<file path="config.mk">
export PLATFORM = sky130hd
export DESIGN_NAME = vend_datapath
export DESIGN_NICKNAME = d
export VERILOG_FILES = /design/src/rtl/vend_datapath.sv
export SDC_FILE = /design/constraint.sdc
export NUM_CORES = 1
export LEC_CHECK = 0
export CAP_MARGIN = 15
export CORE_ASPECT_RATIO = 1.5
export CORE_UTILIZATION = 46
export CTS_CLUSTER_DIAMETER = 150
export DETAILED_ROUTE_END_ITERATION = 8
export DONT_BUFFER_PORTS = 1
export PLACE_DENSITY_LB_ADDON = 0.3
export SLEW_MARGIN = 20
export SYNTH_ARGS = -nofsm -noshare
export SYNTH_HDL_FRONTEND = slang
export SYNTH_SLANG_ARGS = --single-unit
</file>
<file path="constraint.sdc">
create_clock -name clk -period 5.3 [get_ports clk]
set_clock_uncertainty 0.2 [all_clocks]
set_input_delay 0.795 -clock clk [delete_from_list [all_inputs] [get_ports clk]]
set_output_delay 0.795 -clock clk [all_outputs]
set_load 0.03 [all_outputs]
</file>
<file path="src/rtl/vend_datapath.sv">
// Vending-machine datapath: coin accumulation, price check, vend strobe and
// greedy change payout over a valid/ready coin dispenser.
module vend_datapath (
  input  logic       clk,
  input  logic       reset,
  input  logic       coin_valid,
  input  logic [1:0] coin_val,
  input  logic [1:0] sel,
  input  logic       ldM,
  input  logic       check,
  input  logic       RC,
  input  logic       canceled,
  input  logic       done,
  output logic       error,
  output logic [7:0] money,
  output logic       vend,
  output logic [1:0] vend_id,
  output logic       coin_out_valid,
  output logic [1:0] coin_out_val,
  input  logic       coin_out_ready,
  output logic       reject,
  output logic       payout_busy,
  output logic       payout_done,
  output logic [2:0] dp_state
);

  typedef enum logic [2:0] {
    S_IDLE   = 3'd0,
    S_ACCUM  = 3'd1,
    S_EVAL   = 3'd2,
    S_PAYOUT = 3'd3,
    S_FIN    = 3'd4
  } state_t;

  state_t      state_q, state_d;
  logic [7:0]  money_q, money_d;
  logic [1:0]  sel_q, sel_d;
  logic [7:0]  rem_q, rem_d;
  logic        vend_q, vend_d;
  logic [1:0]  vend_id_q, vend_id_d;
  logic        reject_q, reject_d;
  logic [8:0]  coin_sum;
  logic [7:0]  price_sel;
  logic [1:0]  denom;
  logic        coin_ok;
  // The controller's done strobe carries no datapath action; FIN waits for reset.
  logic        unused_done;

  function automatic logic [7:0] coin_amt(input logic [1:0] c);
    case (c)
      2'd0:    coin_amt = 8'd5;
      2'd1:    coin_amt = 8'd10;
      2'd2:    coin_amt = 8'd25;
      default: coin_amt = 8'd0;
    endcase
  endfunction

  function automatic logic [7:0] price_of(input logic [1:0] s);
    case (s)
      2'd0:    price_of = 8'd15;
      2'd1:    price_of = 8'd20;
      2'd2:    price_of = 8'd35;
      default: price_of = 8'd50;
    endcase
  endfunction

  assign unused_done = done;
  assign price_sel   = price_of(sel_q);
  assign coin_sum    = {1'b0, money_q} + {1'b0, coin_amt(coin_val)};
  assign coin_ok     = (state_q == S_ACCUM) && ldM && (coin_val != 2'd3) && !coin_sum[8];

  // Greedy denomination follows remaining, so it stays put while the dispenser stalls.
  always_comb begin
    denom = 2'd0;
    if (rem_q >= 8'd25)      denom = 2'd2;
    else if (rem_q >= 8'd10) denom = 2'd1;
  end

  always_comb begin
    state_d   = state_q;
    money_d   = money_q;
    sel_d     = sel_q;
    rem_d     = rem_q;
    vend_d    = 1'b0;
    vend_id_d = vend_id_q;
    reject_d  = 1'b0;

    if (coin_valid) begin
      if (coin_ok) money_d  = coin_sum[7:0];
      else         reject_d = 1'b1;
    end

    if (ldM && (state_q == S_IDLE || state_q == S_ACCUM)) sel_d = sel;

    case (state_q)
      S_IDLE:  if (ldM) state_d = S_ACCUM;
      S_ACCUM: if (check) state_d = S_EVAL;
      S_EVAL: begin
        if (RC || canceled) begin
          money_d = 8'd0;
          if (canceled) begin
            rem_d = money_q;
          end else begin
            vend_d    = 1'b1;
            vend_id_d = sel_q;
            // Clamp rather than wrap if the controller vends without enough credit.
            rem_d = (money_q >= price_sel) ? (money_q - price_sel) : 8'd0;
          end
          state_d = (rem_d != 8'd0) ? S_PAYOUT : S_FIN;
        end
      end
      S_PAYOUT: begin
        if (coin_out_ready) begin
          rem_d = rem_q - coin_amt(denom);
          if (rem_d == 8'd0) state_d = S_FIN;
        end
      end
      S_FIN:   state_d = S_FIN;
      default: state_d = S_IDLE;
    endcase
  end

  always_ff @(posedge clk) begin
    if (reset) begin
      state_q   <= S_IDLE;
      money_q   <= 8'd0;
      sel_q     <= 2'd0;
      rem_q     <= 8'd0;
      vend_q    <= 1'b0;
      vend_id_q <= 2'd0;
      reject_q  <= 1'b0;
    end else begin
      state_q   <= state_d;
      money_q   <= money_d;
      sel_q     <= sel_d;
      rem_q     <= rem_d;
      vend_q    <= vend_d;
      vend_id_q <= vend_id_d;
      reject_q  <= reject_d;
    end
  end

  // Change handshake: a coin transfers on a cycle with coin_out_valid && coin_out_ready;
  // valid and value hold steady until that happens.
  assign coin_out_valid = (state_q == S_PAYOUT);
  assign coin_out_val   = coin_out_valid ? denom : 2'd0;
  assign error          = check && (money_q < price_sel);
  assign money          = money_q;
  assign vend           = vend_q;
  assign vend_id        = vend_id_q;
  assign reject         = reject_q;
  assign payout_busy    = (state_q == S_PAYOUT);
  assign payout_done    = (state_q == S_FIN);
  assign dp_state       = state_q;

endmodule
</file>
**Run 1: met3 routing**

Bar = 20 µm.
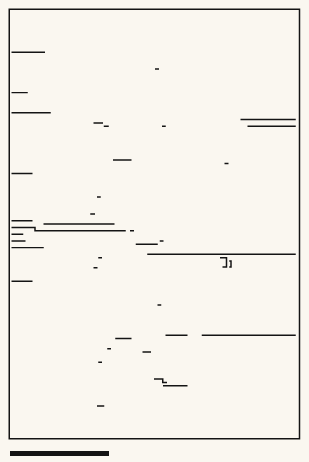
share of all routed wire: 3.5%
wire length on this layer: 181 µm
longest straight run: 29.7 µm
nets with wire on the layer: 26
main direction: horizontal

**Run 1: cell sizes after repair**

Bar = 20 µm.
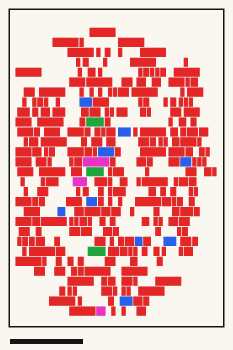
[drive 2] blue | cells: 9 | share: 3.2%
[drive 1 or less] red | cells: 266 | share: 95%
[drive 6 and up] green | cells: 3 | share: 1.1%
[drive 3 to 4] magenta | cells: 3 | share: 1.1%

**Run 1: metal layers overlaid**

Bar = 20 µm.
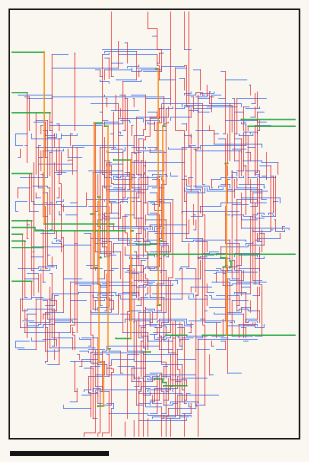
[met1] blue | wire length: 1,970 µm
[met4] orange | wire length: 293 µm
[met2] red | wire length: 2,710 µm
[met3] green | wire length: 181 µm

==> out/qor.json, run 1 <==
{
  "run_status": {"value": "complete, no violations"},
  "yosys.cell_count.top_type": {"value": "nor2_1"},
  "netlist.area_leader.share": {"value": 0.229},
  "globalRoute.busiestLayer": {"value": "met2"},
  "hold_slack": {"value": 0.295, "unit": "ns"},
  "timing.setup.critical_path_class": {"value": "register to register"},
  "power_density": {"value": 213, "unit": "mW/mm²"},
  "worstPathCellList": {"value": "or3_1 -> a31oi_1 -> nand2_1 -> ha_1 -> fa_1 -> nand2b_1 -> a21oi_2 -> a21bo_1 -> a211o_1 -> a211oi_1 -> o21ba_2 -> o32ai_1"},
  "antenna_found_initial": {"value": 0},
  "nets": {"value": 318},
  "route.detailed.vias_per_inst": {"value": 5.89},
  "pin_count_of_the_biggest_net_entering_global_routing": {"value": 19},
  "final_max_slew_viol_count": {"value": 0},
  "worst-slew-pin-transition": {"value": 1.03, "unit": "ns"},
  "postRouteWirelength": {"value": 5150, "unit": "µm"},
  "drt-met1-wl": {"value": 1970, "unit": "µm"},
  "final_design_area_no_fill": {"value": 0.00225, "unit": "mm²"},
  "final_critical_path_setup_slack": {"value": 1.48, "unit": "ns"},
  "buffer_ports.inserted": {"value": 0},
  "timing.final.setup_violations": {"value": 0},
  "xor_share_synth": {"value": 0.0441},
  "nFillCells": {"value": 462},
  "slowest_stage": {"value": "a211oi_1"},
  "postSynthRegisterBits": {"value": 25},
  "critPathLaunchType": {"value": "register"},
  "route.met2.wl": {"value": 2710, "unit": "µm"},
  "netlist_area": {"value": 0.00218, "unit": "mm²"},
  "warning_count": {"value": 30},
  "ys_top_cells_by_count": {"value": "nor2_1 (44), a21oi_1 (26), dfxtp_1 (25), nand2_1 (22), ha_1 (20)"},
  "critPathTopFamily": {"value": "AND-OR/OR-AND gates"},
  "seq_area_frac": {"value": 0.222},
  "post_cts_resize_count": {"value": 0},
  "grt_util_met3": {"value": 0.0284},
  "hold-path-cell-count": {"value": 2},
  "yosys_warnings": {"value": 0},
  "post_synth_and_or_nand_nor_area_fraction": {"value": 0.232},
  "finalWorstPathRequiredPeriod": {"value": 3.82, "unit": "ns"},
  "synth_compound_gate_area_share": {"value": 0.278},
  "edf_count": {"value": 0},
  "clock_area_frac": {"value": 0.0200},
  "flop_count": {"value": 25},
  "drt_drc_violations_left": {"value": 0},
  "buffers": {"value": 1}
}
## run 1: path summary, 6_finish.rpt
path / startpoint / slack [ns] / to
max: rem_q[5]$_SDFFE_PP0P_ / 1.48 / dp_state[0]$_SDFFE_PP0P_
min: rem_q[0]$_SDFFE_PP0P_ / 0.29 / rem_q[0]$_SDFFE_PP0P_
max reg2reg: rem_q[5]$_SDFFE_PP0P_ / 1.48 / dp_state[0]$_SDFFE_PP0P_
min reg2reg: rem_q[0]$_SDFFE_PP0P_ / 0.29 / rem_q[0]$_SDFFE_PP0P_
## run 1: where the power goes
| group | total (mW) | internal (mW) | switching (mW) |
|---|---|---|---|
| sequential | 0.224 | 0.197 | 0.0266 |
| clock | 0.115 | 0.0539 | 0.0607 |
| combinational | 0.141 | 0.0571 | 0.0840 |
**Run 1: cell placement**

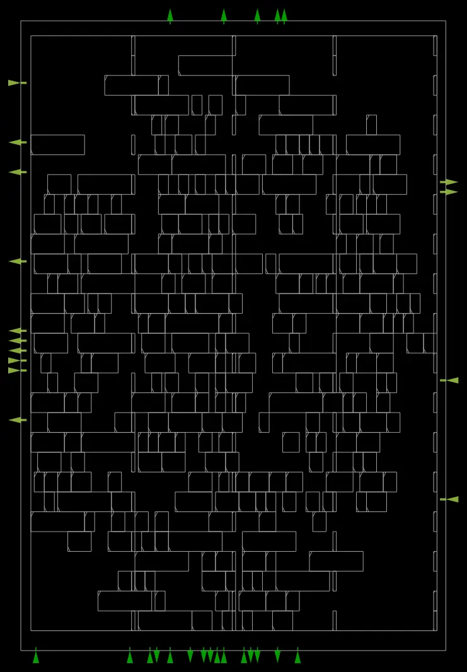

==> run 2, diff against run 1 <==
==> constraint.sdc (replaced) <==
create_clock -name clk -period 3.27 [get_ports clk]
set_clock_uncertainty 0.2 [all_clocks]
set_input_delay 0.4905 -clock clk [delete_from_list [all_inputs] [get_ports clk]]
set_output_delay 0.4905 -clock clk [all_outputs]
set_load 0.03 [all_outputs]
**Run 2: cell placement**

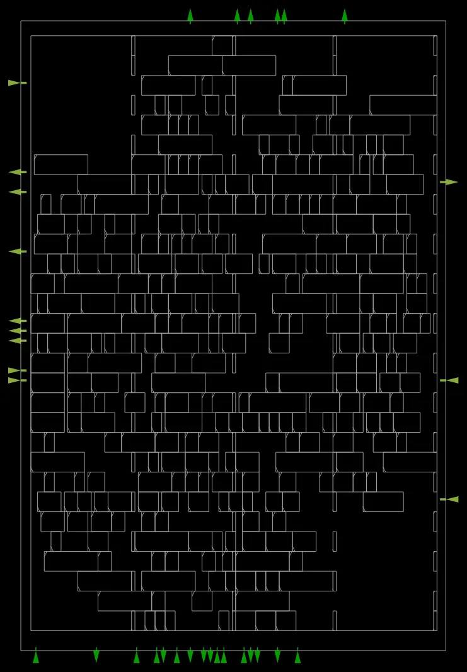
Seq area share: 0.199
area of the core: 0.00454 mm²

==> run 2 against run 1 <==
- fmax increased by 20%
- largest power group unchanged
- highest routed layer unchanged
- register-to-register slack lost 1.4 ns
- worst setup slack worse by 1.4 ns
- die size stayed put
- synthesized cell count unchanged
- sequential share of layout area down 2.3 points
- critical endpoint unchanged
- non-clock buffer count increased by 21
- cell area rose by 12%
- cell count up 6.1%
==> out/qor.json, run 2 <==
{
  "comb-power": {"value": 0.270, "unit": "mW", "change": "+91%"},
  "nFillCells": {"value": 435, "change": "-5.8%"},
  "worst-slew-pin-transition": {"value": 0.893, "unit": "ns", "change": "-0.139 ns"},
  "timing.setup.critical_path_class": {"value": "register to register"},
  "critPathLaunchType": {"value": "register"},
  "yosys.cell_count.top_type": {"value": "nor2_1"},
  "antenna_found_initial": {"value": 0, "change": "unchanged"},
  "grt_util_met3": {"value": 0.0239, "change": "-0.00448"},
  "post_cts_resize_count": {"value": 9, "change": "+9"},
  "clk-power": {"value": 0.190, "unit": "mW", "change": "+65%"},
  "final_critical_path_setup_slack": {"value": 0.0835, "unit": "ns", "change": "-1.39 ns"},
  "route.detailed.vias_per_inst": {"value": 5.80, "change": "-1.6%"},
  "power_frac_seq": {"value": 0.439, "change": "-0.028"},
  "largestPowerGroup": {"value": "sequential cells"},
  "netlist.area_leader.share": {"value": 0.229, "change": "unchanged"},
  "power_sequential": {"value": 0.360, "unit": "mW", "change": "+61%"},
  "edf_count": {"value": 0, "change": "unchanged"},
  "clkPwrFrac": {"value": 0.232, "change": "-0.007"},
  "final_max_slew_viol_count": {"value": 0, "change": "unchanged"},
  "buffers": {"value": 22, "change": "+21"},
  "netlist_area": {"value": 0.00218, "unit": "mm²", "change": "unchanged"},
  "worstPathCellList": {"value": "or3_4 -> or3_4 -> buf_6 -> nand2_4 -> ha_4 -> nor2b_4 -> o31a_1 -> a21bo_1 -> a211o_1 -> a211oi_4 -> o21ba_2 -> o32ai_1"},
  "run_status": {"value": "complete, no violations"},
  "cell_internal_pwr": {"value": 0.523, "unit": "mW", "change": "+70%"},
  "drt-met1-wl": {"value": 2040, "unit": "µm", "change": "+3.6%"},
  "clock_area_frac": {"value": 0.0179, "change": "-0.00215"},
  "flop_count": {"value": 25, "change": "unchanged"},
  "finalWorstPathRequiredPeriod": {"value": 3.19, "unit": "ns", "change": "-0.636 ns"},
  "switching_power": {"value": 0.297, "unit": "mW", "change": "+73%"},
  "drt_drc_violations_left": {"value": 0, "change": "unchanged"},
  "postSynthRegisterBits": {"value": 25, "change": "unchanged"},
  "final_design_area_no_fill": {"value": 0.00252, "unit": "mm²", "change": "+12%"},
  "r2r_slack": {"value": 0.08, "unit": "ns", "change": "-1.39 ns"},
  "buffer_ports.inserted": {"value": 0, "change": "unchanged"},
  "power_density": {"value": 325, "unit": "mW/mm²", "change": "+53%"}
}
==> run 2: path summary, 6_finish.rpt <==
check,to,cells past startpoint,startpoint
worst max-delay path,dp_state[0]$_SDFFE_PP0P_,12,rem_q[6]$_SDFFE_PP0P_
worst min-delay path,rem_q[7]$_SDFFE_PP0P_,1,reset
worst min register to register,rem_q[0]$_SDFFE_PP0P_,2,rem_q[0]$_SDFFE_PP0P_
worst max register to register,dp_state[0]$_SDFFE_PP0P_,12,rem_q[6]$_SDFFE_PP0P_
==> run 2: kinds of logic after synthesis <==
kind of cell | share of synthesized area
buf+inv | 0.0607
mux | 0.0138
simple gates | 0.232
fa+ha+maj | 0.142
xor+xnor | 0.0441
flops | 0.229
compound gates | 0.278
**Run 2: cell sizes after repair**

Bar = 20 µm.
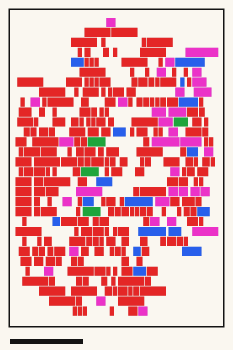

==> run 3, diff against run 2 <==
--- a/config.mk
+++ b/config.mk
@@ -5,13 +5,16 @@
 export SDC_FILE = /design/constraint.sdc
 export NUM_CORES = 1
 export LEC_CHECK = 0
+export ABC_AREA = 0
 export CAP_MARGIN = 15
 export CORE_ASPECT_RATIO = 1.5
 export CORE_UTILIZATION = 46
 export CTS_CLUSTER_DIAMETER = 150
+export CTS_CLUSTER_SIZE = 24
 export DETAILED_ROUTE_END_ITERATION = 8
 export DONT_BUFFER_PORTS = 1
 export PLACE_DENSITY_LB_ADDON = 0.3
+export RECOVER_POWER = 50
 export SLEW_MARGIN = 20
 export SYNTH_ARGS = -nofsm -noshare
 export SYNTH_HDL_FRONTEND = slang
**Run 3: cell sizes after repair**

Bar = 20 µm.
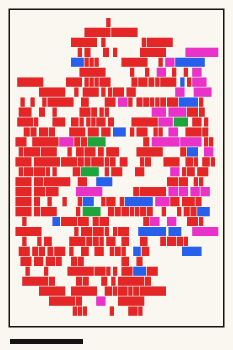
[drive 6 and up] green | cells: 4 | share: 1.3%
[drive 1 or less] red | cells: 255 | share: 84%
[drive 2] blue | cells: 16 | share: 5.3%
[drive 3 to 4] magenta | cells: 27 | share: 8.9%

==> run 3 against run 2 <==
- utilization fell by 0.50 points
- fmax barely moved
- global-route usage did not move
- non-clock buffer count did not move
- die size did not move
==> out/qor.json, run 3 <==
{
  "worstPathCellList": {"value": "or3_4 -> or3_4 -> buf_6 -> nand2_4 -> ha_4 -> nor2b_4 -> o31a_1 -> a21bo_1 -> a211o_1 -> a211oi_4 -> o21ba_2 -> o32ai_1"},
  "timing.rr.start": {"value": "rem_q[6]$_SDFFE_PP0P_"},
  "worst_setup_path_startpoint": {"value": "rem_q[6]$_SDFFE_PP0P_"},
  "grt_util_met3": {"value": 0.0239, "change": "unchanged"},
  "drt-met1-wl": {"value": 2040, "unit": "µm", "change": "+0.44%"},
  "die_y": {"value": 86.4, "unit": "µm"},
  "core_region_area": {"value": 0.00454, "unit": "mm²", "change": "unchanged"},
  "postSynthRegisterBits": {"value": 25, "change": "unchanged"},
  "crit_end": {"value": "dp_state[0]$_SDFFE_PP0P_"},
  "total_number_of_cells_along_the_worst_setup_path": {"value": 12, "change": "unchanged"},
  "timing.setup.critical_path_class": {"value": "register to register"},
  "run_status": {"value": "complete, no violations"},
  "power_density": {"value": 327, "unit": "mW/mm²", "change": "+0.71%"},
  "clkPwrFrac": {"value": 0.232, "change": "about the same"},
  "synth_async_sr_flop_share": {"value": 0},
  "totalNegativeSetupSlack": {"value": 0, "unit": "ns"},
  "r2r_slack": {"value": 0.08, "unit": "ns", "change": "about the same"},
  "final_design_area_no_fill": {"value": 0.00250, "unit": "mm²", "change": "-0.89%"},
  "final_max_slew_viol_count": {"value": 0, "change": "unchanged"},
  "netlist.area_leader.share": {"value": 0.229, "change": "unchanged"},
  "post_cts_resize_count": {"value": 9, "change": "unchanged"},
  "hold_end": {"value": "rem_q[7]$_SDFFE_PP0P_"},
  "globalRoute.busiestLayer": {"value": "met2"},
  "antenna_found_initial": {"value": 0, "change": "unchanged"},
  "cp_data_required_time": {"value": 3.23, "unit": "ns"},
  "power_frac_seq": {"value": 0.440, "change": "about the same"},
  "r2r-end": {"value": "dp_state[0]$_SDFFE_PP0P_"},
  "switching_power": {"value": 0.297, "unit": "mW", "change": "about the same"},
  "netlist_area": {"value": 0.00218, "unit": "mm²", "change": "unchanged"},
  "hold-path-cell-count": {"value": 1, "change": "unchanged"},
  "edf_count": {"value": 0, "change": "unchanged"},
  "yosys-stat-cells": {"value": 290},
  "cell_internal_pwr": {"value": 0.522, "unit": "mW", "change": "-0.27%"},
  "drt_drc_violations_left": {"value": 0, "change": "unchanged"},
  "final_critical_path_setup_slack": {"value": 0.0837, "unit": "ns", "change": "+0.000278 ns"},
  "r2r_cells": {"value": 12, "change": "unchanged"}
}
[run 3: cell counts after synthesis]
No cell type changed its count.
[run 3: cell families after synthesis]
group	after synthesis	share of synthesized area
compound gates	88	0.278
xor+xnor	11	0.0441
buf+inv	32	0.0607
simple gates	108	0.232
flops	25	0.229
mux	3	0.0138
fa+ha+maj	23	0.142
[run 3: layout make-up]
class | count | area [µm²]
clock buffers | 4 | 45.0
fillers | 436 | 2040
inverters | 18 | 67.6
multi-input cells | 233 | 1660
flip-flops and latches | 25 | 503
well taps | 64 | 80.1
repair buffers | 22 | 146
[run 3: power by group through the flow]
stage                     sequential, mW  combinational, mW  clock, mW
final                              0.360              0.269      0.190
after global routing               0.362              0.298      0.207
after CTS                          0.359              0.257      0.194
after detailed placement           0.366              0.250          0
after global placement             0.366              0.244          0
after floorplan                    0.362              0.202          0
Power figures rest on the tool's default switching activity, not on a simulated workload.
